Figure 1. Signal wires on met1.
Scale bar: 20 um. Cells faint in the background.
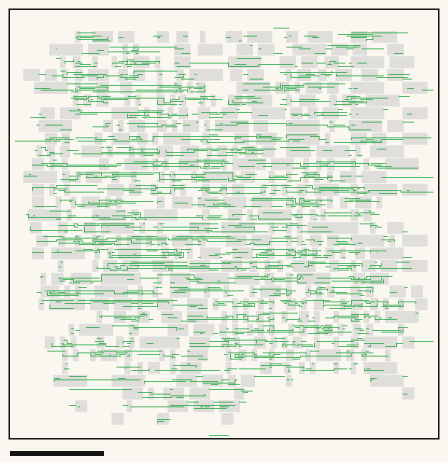
Figure 2. M2 wires.
Scale bar: 20 um. Cells faint in the background.
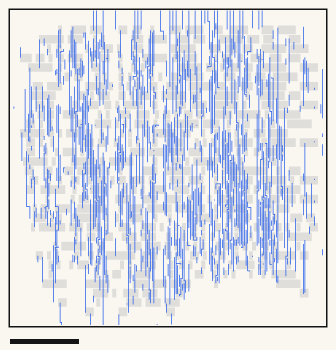
Figure 3. Met3 routing.
Scale bar: 20 um. Cells faint in the background.
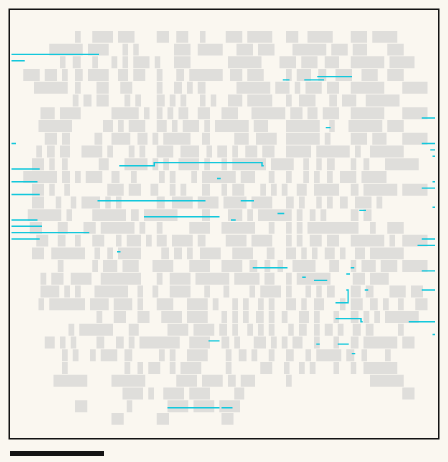
--- src/rtl/sobel_pkg.sv ---
// Shared definitions for the Sobel image stream writer: FSM encoding and width helpers.
package sobel_pkg;

  typedef enum logic [1:0] {
    StIdle,
    StWaitSop,
    StRecv,
    StDone
  } state_e;

  localparam int unsigned XSizeDefault = 100;
  localparam int unsigned YSizeDefault = 100;

  // clog2 clamped to one bit so a dimension of 1 still yields a legal vector.
  function automatic int unsigned bits_for(input int unsigned n);
    return (n > 1) ? $clog2(n) : 1;
  endfunction

  localparam int unsigned XBitsDefault   = bits_for(XSizeDefault);
  localparam int unsigned YBitsDefault   = bits_for(YSizeDefault);
  localparam int unsigned AdrBitsDefault = bits_for(XSizeDefault * YSizeDefault);

endpackage

--- src/rtl/sobel_img_coord_counter.sv ---
// X/Y raster counter: Y is the inner index, wrapping into X; clear and inc may coincide.
module Sobel_ImgCoordCounter
  import sobel_pkg::*;
#(
  parameter int unsigned X_SIZE = 100,
  parameter int unsigned Y_SIZE = 100,
  parameter int unsigned X_BITS = bits_for(X_SIZE),
  parameter int unsigned Y_BITS = bits_for(Y_SIZE)
) (
  input  logic              clk,
  input  logic              rst_n,
  input  logic              clear,
  input  logic              inc,
  output logic [X_BITS-1:0] x,
  output logic [Y_BITS-1:0] y,
  output logic              last
);

  logic [X_BITS-1:0] x_q, x_d, x_base;
  logic [Y_BITS-1:0] y_q, y_d, y_base;

  // clear together with inc means "pixel (0,0) consumed": next position is (0,1).
  always_comb begin
    x_base = clear ? '0 : x_q;
    y_base = clear ? '0 : y_q;
    x_d    = x_base;
    y_d    = y_base;
    if (inc) begin
      if (y_base == Y_BITS'(Y_SIZE - 1)) begin
        y_d = '0;
        x_d = (x_base == X_BITS'(X_SIZE - 1)) ? '0 : x_base + X_BITS'(1);
      end else begin
        y_d = y_base + Y_BITS'(1);
      end
    end
  end

  always_ff @(posedge clk) begin
    if (!rst_n) begin
      x_q <= '0;
      y_q <= '0;
    end else begin
      x_q <= x_d;
      y_q <= y_d;
    end
  end

  assign x    = x_q;
  assign y    = y_q;
  assign last = (x_q == X_BITS'(X_SIZE - 1)) && (y_q == Y_BITS'(Y_SIZE - 1));

endmodule

--- src/rtl/sobel_img_stream_writer.sv ---
// Avalon-ST sink that writes one frame of pixels into image memory in raster order.
module sobel_img_stream_writer
  import sobel_pkg::*;
#(
  parameter int unsigned X_SIZE   = 100,
  parameter int unsigned Y_SIZE   = 100,
  parameter int unsigned DATA_W   = 8,
  parameter int unsigned X_BITS   = bits_for(X_SIZE),
  parameter int unsigned Y_BITS   = bits_for(Y_SIZE),
  parameter int unsigned ADR_BITS = bits_for(X_SIZE * Y_SIZE)
) (
  input  logic                Clk_i,
  input  logic                RstN_i,
  input  logic                Start_i,
  input  logic [DATA_W-1:0]   SinkData_i,
  input  logic                SinkValid_i,
  input  logic                SinkSop_i,
  input  logic                SinkEop_i,
  output logic                SinkReady_o,
  output logic                MemWrEn_o,
  output logic [ADR_BITS-1:0] MemWrAdr_o,
  output logic [DATA_W-1:0]   MemWrData_o,
  output logic [X_BITS-1:0]   X_o,
  output logic [Y_BITS-1:0]   Y_o,
  output logic                Busy_o,
  output logic                Done_o,
  output logic                Err_o
);

  state_e              state_q;
  logic                accept;
  logic                last;
  logic                ctr_clear;
  logic                ctr_inc;
  logic                wr_go;
  logic                at_origin;
  logic [ADR_BITS-1:0] wr_adr;

  assign SinkReady_o = (state_q == StWaitSop) || (state_q == StRecv);
  assign Busy_o      = (state_q != StIdle);
  assign Done_o      = (state_q == StDone);
  assign accept      = SinkValid_i && SinkReady_o;

  Sobel_ImgCoordCounter #(
    .X_SIZE (X_SIZE),
    .Y_SIZE (Y_SIZE),
    .X_BITS (X_BITS),
    .Y_BITS (Y_BITS)
  ) u_coord (
    .clk   (Clk_i),
    .rst_n (RstN_i),
    .clear (ctr_clear),
    .inc   (ctr_inc),
    .x     (X_o),
    .y     (Y_o),
    .last  (last)
  );

  always_comb begin
    ctr_clear = 1'b0;
    ctr_inc   = 1'b0;
    wr_go     = 1'b0;
    at_origin = 1'b0;
    unique case (state_q)
      StIdle:    ctr_clear = Start_i;
      StWaitSop: begin
        if (accept && SinkSop_i) begin
          wr_go     = 1'b1;
          at_origin = 1'b1;
          ctr_clear = 1'b1;
          ctr_inc   = 1'b1;
        end
      end
      StRecv: begin
        if (accept) begin
          wr_go     = 1'b1;
          ctr_inc   = 1'b1;
          at_origin = SinkSop_i;
          ctr_clear = SinkSop_i;
        end
      end
      default: ;
    endcase
  end

  assign wr_adr = at_origin ? '0
                : ADR_BITS'(X_o) * ADR_BITS'(Y_SIZE) + ADR_BITS'(Y_o);

  always_ff @(posedge Clk_i) begin
    if (!RstN_i) begin
      state_q     <= StIdle;
      MemWrEn_o   <= 1'b0;
      MemWrAdr_o  <= '0;
      MemWrData_o <= '0;
      Err_o       <= 1'b0;
    end else begin
      MemWrEn_o <= wr_go;
      if (wr_go) begin
        MemWrAdr_o  <= wr_adr;
        MemWrData_o <= SinkData_i;
      end
      unique case (state_q)
        StIdle: begin
          if (Start_i) begin
            Err_o   <= 1'b0;
            state_q <= StWaitSop;
          end
        end
        StWaitSop: begin
          if (accept) begin
            if (!SinkSop_i) begin
              Err_o <= 1'b1;
            end else if (SinkEop_i) begin
              Err_o   <= 1'b1;
              state_q <= StDone;
            end else begin
              state_q <= StRecv;
            end
          end
        end
        StRecv: begin
          if (accept) begin
            if (SinkSop_i) begin
              // Unexpected SOP restarts the frame at the origin.
              Err_o <= 1'b1;
              if (SinkEop_i) state_q <= StDone;
            end else if (last) begin
              state_q <= StDone;
              if (!SinkEop_i) Err_o <= 1'b1;
            end else if (SinkEop_i) begin
              Err_o   <= 1'b1;
              state_q <= StDone;
            end
          end
        end
        StDone:  state_q <= StIdle;
        default: state_q <= StIdle;
      endcase
    end
  end

endmodule

--- config.mk ---
export PLATFORM = sky130hd
export DESIGN_NAME = sobel_img_stream_writer
export DESIGN_NICKNAME = d
export VERILOG_FILES = /design/src/rtl/sobel_pkg.sv /design/src/rtl/sobel_img_coord_counter.sv /design/src/rtl/sobel_img_stream_writer.sv
export SDC_FILE = /design/constraint.sdc
export NUM_CORES = 1
export LEC_CHECK = 0
export ABC_AREA = 1
export CAP_MARGIN = 40
export CELL_PAD_IN_SITES_DETAIL_PLACEMENT = 1
export CELL_PAD_IN_SITES_GLOBAL_PLACEMENT = 1
export CORE_MARGIN = 2
export CORE_UTILIZATION = 38
export DETAILED_ROUTE_END_ITERATION = 6
export HOLD_SLACK_MARGIN = 0.15
export PLACE_DENSITY = 0.83
export SYNTH_ARGS = -nofsm -noshare
export SYNTH_HDL_FRONTEND = slang
export SYNTH_SLANG_ARGS = --single-unit
--- constraint.sdc ---
create_clock -name Clk_i -period 3.4 [get_ports Clk_i]
set_input_delay 0.68 -clock Clk_i [delete_from_list [all_inputs] [get_ports Clk_i]]
set_output_delay 0.68 -clock Clk_i [all_outputs]
set_load 0.1 [all_outputs]
==> run summary <==
Update from the flow run.

In the Yosys report, the sequential cells make up approximately 28% of the chip area. The CTS buffer count is 5. STA puts the critical path data arrival time at between 3 and 4 ns. The maximum clock path buffer count is 2. The flow measured a signed area growth from synthesis to layout of 34.1%. The setup slack after layout is 0.145 ns. The standard-cell row count is 31. The number of cell instances after yosys synthesis is ~390. The critical path goes through inv_1 -> ha_1 -> ha_1 -> fa_1 -> ha_2 -> nand3_1 -> nand3_1 -> nand2_1 -> nand2_1 -> nor2_4 -> nand2_1 -> nor2_1 -> nand3_1 -> nand3_1 -> nand2_1. The proportion of register bits with asynchronous set or reset after synthesis is 0%. The number of enable flip-flop cells is 0. The maximum frequency from static timing analysis is between 300 and 400 MHz. The cell sitting at the root of the clock tree is a sky130_fd_sc_hd__clkbuf_8. The number of synthesized register bits is approximately 40. The detailed placer's ending HPWL is 7050 um.

The maximum cell stage delay along the critical path is 0.52 ns. Setup repair after global routing left no endpoint under its margin. The type of element capturing the critical path is a flip-flop.

In this run the mean area of a mapped cell was 7.50 sq um. Once detail routing completed, the nets flagged for antenna violations numbered 0. The most used flip-flop cell is sky130_fd_sc_hd__dfxtp_1.

Warnings raised by the tools during the run amount to 33. The iteration-0 DRC count of the detailed router is roughly 52. The number of global-route vias before repair is roughly 3,200.

The count of hold buffers inserted by post-cts repair is 0. The vias per cell is about 5.2. The number of detailed-routing iterations run before antenna repair is 4. The CTS tree is done.

Per the cell usage report, the commonest logic cells after layout are sky130_fd_sc_hd__nand2_1, sky130_fd_sc_hd__inv_1, sky130_fd_sc_hd__ha_1. The registers of the reported paths see a clock transition of ~0.090 ns. For this run, the script counts the antenna cells in the layout as 0. The report lists the power per cell area as between 400 and 500 nW/um^2. The final layout report lists a filler cell count of just under 900.

The post-synthesis cell type with the largest combined area is sky130_fd_sc_hd__dfxtp_1. The post-CTS resize count is 1. The relative slew slack is a little over 70%.

The pre-CTS setup slack is roughly 0.12 ns. Per the detail_route report, routed wire per instance is around 16 um. The total leakage power is just under 2 nW. The final count of pins violating max slew is 0. Synthesis handed over a netlist of just under 400 instances. The total standard cell area after synthesis is 2900 sq um. The worst-path cell with the longest stage delay is sky130_fd_sc_hd__fa_1.

Grouping stages by cell kind, the critical path spends the most delay in adder cells. The top cell type in the final layout, fill and taps aside, is sky130_fd_sc_hd__nand2_1. By count the netlist is led by sky130_fd_sc_hd__nand2_1, sky130_fd_sc_hd__inv_1, sky130_fd_sc_hd__dfxtp_1, sky130_fd_sc_hd__ha_1, sky130_fd_sc_hd__nor2_1. The number of port buffers is ~54.

The peak fanout along the critical path is 8. In the routed design, unresolved DRC markers number 0. The layout summary lists the proportion of cells stronger than drive strength 1 as between 10% and 20%. The vertical die size is 91.4 um.

The timing report notes that buffer and inverter cells on the critical path total 1. The routed design could run at a clock period as short as 3.25 ns. The library cell with the highest instance count after synthesis is sky130_fd_sc_hd__nand2_1. Per the OpenROAD floorplan log, the area of the core is 7330 sq um. The type of the most critical hold path is flip-flop to flip-flop. The effective utilization at floorplan is between 30% and 40%.

The first global-routing pass estimated around 15,000 um of wire. The setup TNS after final layout is 0 ns. In the synthesis report, Yosys lists the chip area as 2900 sq um.

The post-synth net total is 444. The actual slew at the worst max-slew pin is 0.417 ns. The startpoint-to-endpoint class of the critical path is flip-flop to flip-flop. The number of placed instances, taps included, is 557. The overall die area is 8360 sq um. The analysis reports a worst IR drop on VDD of approximately 330 uV. The run finished with clean final reports.

The global route stage reports its total congestion overflow as 0. The post-CTS setup-driven buffer insertion count is 0. The register with the most flip-flops in the final layout is MemWrAdr_o. The synthesis report lists the most area-consuming cells as sky130_fd_sc_hd__dfxtp_1, sky130_fd_sc_hd__ha_1, sky130_fd_sc_hd__nand2_1.

The placer congestion estimate is between 0.7 and 0.8. Per the skew report, the later register of the worst-skew pair sees a clock latency of roughly 0.30 ns. The area of all sequential standard cells is 810 sq um. The number of clock sinks is approximately 40. around 55 I/O pins were placed.

The area taken by multi-input logic gates is 1880 sq um. The die is 91.4 um wide. The Yosys warning count is 0. The top-area cell type share of the netlist area is between 20% and 30%. The synthesized netlist contains 39 unique library cells. The startpoint class of the critical path is a flip-flop. Leaving out filler cells and counting taps, the final layout contains 565.

The finished design was reported to have a net count of 522. Post-route period utilization is reported as around 96%. The number of violations of the max-capacitance limit is 0.

The maximum number of pins on one net before global-route repair is 25. The number of flip-flops in the largest register is 14. The clock skew is 0.00607 ns. Global routing used between 20% and 30% of the available tracks.

The registers reported with the highest flop counts are MemWrAdr_o (14), MemWrData_o (8). The post-placement cell area is 3760 sq um. The H-tree level count is 2. The post-route standard cell area excluding fillers is around 3900 sq um. The end-of-flow timing check tallies setup violations at 0. The OpenROAD report gives the critical path a required time of around 3.6 ns. The number of antenna violations at the first check in global routing is 0. The final timing report lists a hold violation count of 0.
Back to the opening pictures, Figure 1:
nets with wire on the layer: 473
longest straight run: 23.9 um

Back to the opening pictures, Figure 2:
wire length on this layer: 4,640 um
longest straight run: 68.0 um
main direction: vertical
share of all routed wire: 52%

Back to the opening pictures, Figure 3:
wire length on this layer: 227 um
nets with wire on the layer: 35
detailed-route via count: 2,929
GR met3 Demand/Resource: 3.65%
DRT Wirelength: 8990 um

path summary, 6_finish.rpt:
kind             startpoint             end  slack, ns  cells past startpoint
max            u_coord.x[2]  MemWrAdr_o[13]       0.15                     15
min          MemWrAdr_o[13]  MemWrAdr_o[13]       0.46                      2
max reg2reg    u_coord.x[2]  MemWrAdr_o[13]       0.15                     15
min reg2reg  MemWrAdr_o[13]  MemWrAdr_o[13]       0.46                      2
power by group:
| part | internal [W] | total, W | switching [W] |
|---|---|---|---|
| combinational | 0.000194 | 0.000702 | 0.000508 |
| sequential | 0.000494 | 0.000514 | 0.0000204 |
| clock | 0.000221 | 0.000414 | 0.000192 |
through the flow:
step           hold slack, ns  total power [W]  utilization [%]
2_1_floorplan           0.580          0.00104                -
3_3_place_gp            0.439          0.00116             48.0
3_5_place_dp            0.446          0.00123             51.3
4_1_cts                 0.462          0.00165             52.9
5_1_grt                 0.484          0.00171             53.1
6_report                0.459          0.00163             53.1
cell families (layout without fill, tap and decap cells):
| kind of cell | after synthesis | after routing | share of synthesized area [%] |
|---|---|---|---|
| xor+xnor | 1 | 1 | 0.302 |
| simple gates | 185 | 185 | 31.0 |
| buf+inv | 60 | 139 | 8.19 |
| compound gates | 58 | 58 | 13.6 |
| fa+ha+maj | 43 | 43 | 19.3 |
| flops | 40 | 40 | 27.6 |
metal layers:
metal / part of all wire [%] / track usage [%] / vias to the layer above
met2: 52 / 41.5 / 53
met1: 42 / 24.1 / 1414
met4: 3.8 / 9.97 / 0
li1: - / - / 1436
met3: 2.5 / 3.65 / 26
met5: 0 / 0 / -
area by class of cell:
type | count | area share (%)
clock inverters | 3 | 1.19
inverters | 56 | 5.43
clock buffers | 5 | 1.77
well taps | 99 | 3.18
multi-input cells | 287 | 48.2
repair buffers | 75 | 19.4
flip-flops and latches | 40 | 20.8
Power and IR drop assume default switching activity.
